met1.png
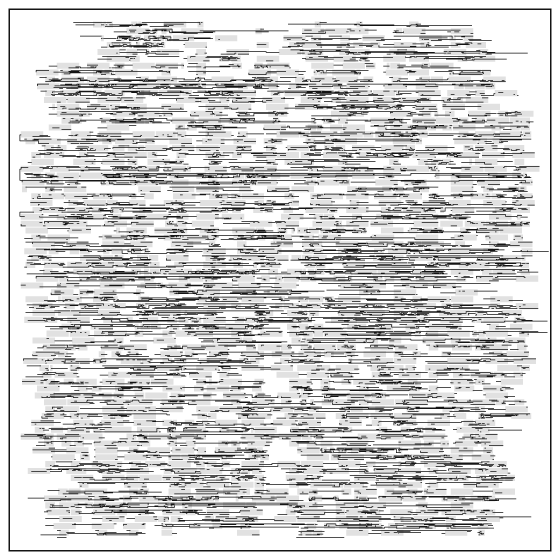
met2.png
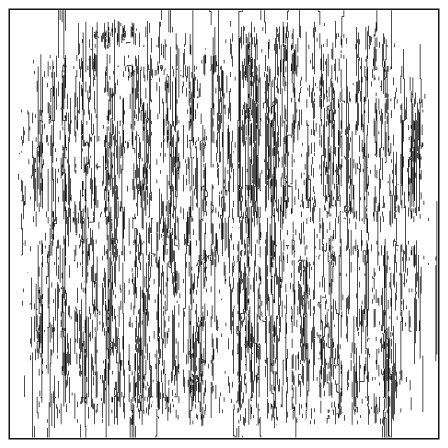
met4.png
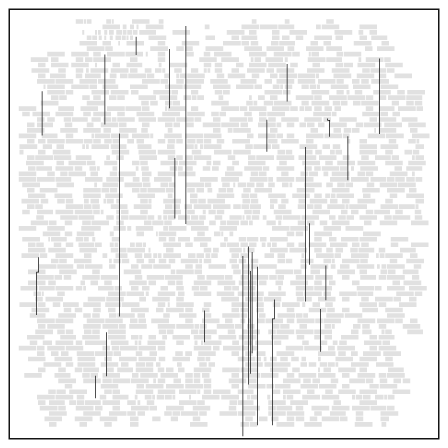
Design apb_slave_regfile, sky130hd; sources not shown.
==> impl.org <==
#+TITLE: Physical design notes

** Min path
- Hold/Removal Path Class :: reg -> reg
- Min-Delay Path Depth :: 1

** Die
- Once the floorplan was initialized, standard cells occupied 55.54% of the core.
- In this run the standard cell core region covers 41,950 µm².

** Final layout
- Final core occ :: 60.24%
- Antenna cells :: 0

** Worst setup path
- The timing report gives the worst reg2reg path a setup slack of 27,640 ps.
- The worst setup path is launched from an input pin.
- Of all nets on the critical path, the largest fanout is 140.
- The worst setup path is of the in -> out kind.
- Worst path required time :: 21,840 ps

** Timing
- Across all setup checks in the final design, the least slack found is 10,400 ps.
- Final hold violations :: 0
- The transition time recorded at the tightest slew-check pin is 1142 ps.

** Outcome
- The run finished with clean final reports.

** Clock network
- Buffers added to address setup during post-CTS repair amount to 0.
- Cells resized by post-CTS repair :: 0
- The post-CTS hold buffer count recorded in the log is 0.
- The H-tree was split into 2 levels.
- TritonCTS created 50 clock buffers.
- Clock transition at the registers of the reported paths :: 60 ps

** Logic synthesis
- Yosys mapped a number of flops with a built-in enable equal to 0.
- Count of synthesis-stage warnings from yosys :: 70
- The synthesized netlist handed to floorplanning was reported with a cell count of 1,548.
- Top FF cell, synth :: sky130_fd_sc_hd__dfrtp_1

** Power
- Cell area power density :: 50.85 nW/µm²

** Global route
- Per the GRT congestion report, total overflow comes to 0.

** Placed design
- Placement-stage worst setup slack :: 10,630 ps
-- met1.png (at the start) --
longest straight run: 113 µm
share of all routed wire: 46%
wire length on this layer: 24.3 mm
via count: 12.93k
final routed wirelength across all metal layers: 53,160 µm
met1 global-route usage: 33.62%

-- met2.png (at the start) --
share of all routed wire: 48%
longest straight run: 118 µm
met2 usage: 38.08%

-- met4.png (at the start) --
main direction: vertical
share of all routed wire: 1.9%
longest straight run: 98.6 µm

-- power breakdown --
group          internal (µW)  switching, µW  leakage (µW)
sequential               633           2.06       0.00677
combinational           18.7           26.0       0.00448
clock                    364            241      0.000838
-- cell usage after synthesis, types with 8 or more instances --
cell                       count
sky130_fd_sc_hd__a21oi_1      65
sky130_fd_sc_hd__a221o_1      32
sky130_fd_sc_hd__a22oi_1      32
sky130_fd_sc_hd__and2_2       12
sky130_fd_sc_hd__buf_2        30
sky130_fd_sc_hd__buf_4        22
sky130_fd_sc_hd__buf_6         9
sky130_fd_sc_hd__clkbuf_1     37
sky130_fd_sc_hd__dfrtp_1     485
sky130_fd_sc_hd__mux2_1       28
sky130_fd_sc_hd__mux2_2      484
sky130_fd_sc_hd__mux2i_1      96
sky130_fd_sc_hd__mux4_2       64
sky130_fd_sc_hd__nand2_2       9
sky130_fd_sc_hd__nand3_4       8
sky130_fd_sc_hd__nor2_4       42
sky130_fd_sc_hd__nor3b_2      20
-- metrics by stage --
step / instances / area (µm²) / power (µW)
after floorplan: 1445 / 22720 / 680.6
after global placement: 1993 / 23510 / 690.1
after detailed placement: 1993 / 23510 / 690.8
after CTS: 2083 / 25210 / 1300
after global routing: 2085 / 25270 / 1332
final: 2085 / 25270 / 1285
-- cell families after synthesis --
group	after synthesis	synth area share, %
AOI/OAI and AO/OA	137	4.050
adders and majority gates	1	0.05370
buffers and inverters	108	2.546
DFF	485	52.10
muxes	672	35.06
and+or+nand+nor	145	6.193
-- metal layers --
metal	up-vias	track usage, %	routed length [µm]
li1	5696	-	-
met1	6959	33.62	24340
met2	213	38.08	25450
met3	62	4.053	2341
met4	0	6.003	1032
met5	-	0	0
-- critical path, cell delays in order --
cell                      delay [ps]
sky130_fd_sc_hd__nor2b_4         430
sky130_fd_sc_hd__buf_4           510
sky130_fd_sc_hd__a221o_1         250
sky130_fd_sc_hd__a21oi_1         100
sky130_fd_sc_hd__a21oi_1         200
sky130_fd_sc_hd__nor3b_2         410
-- final cells by class --
type	count	area, µm²	area share [%]
repair buffers	11	135.1	0.5347
inverters	5	26.28	0.1040
flip-flops and latches	485	12140	48.03
multi-input cells	955	10600	41.96
clock buffers	86	1650	6.531
clock inverters	4	45.04	0.1782
well taps	539	674.4	2.669
No activity file was given, so power comes from the tool's default toggle rates.
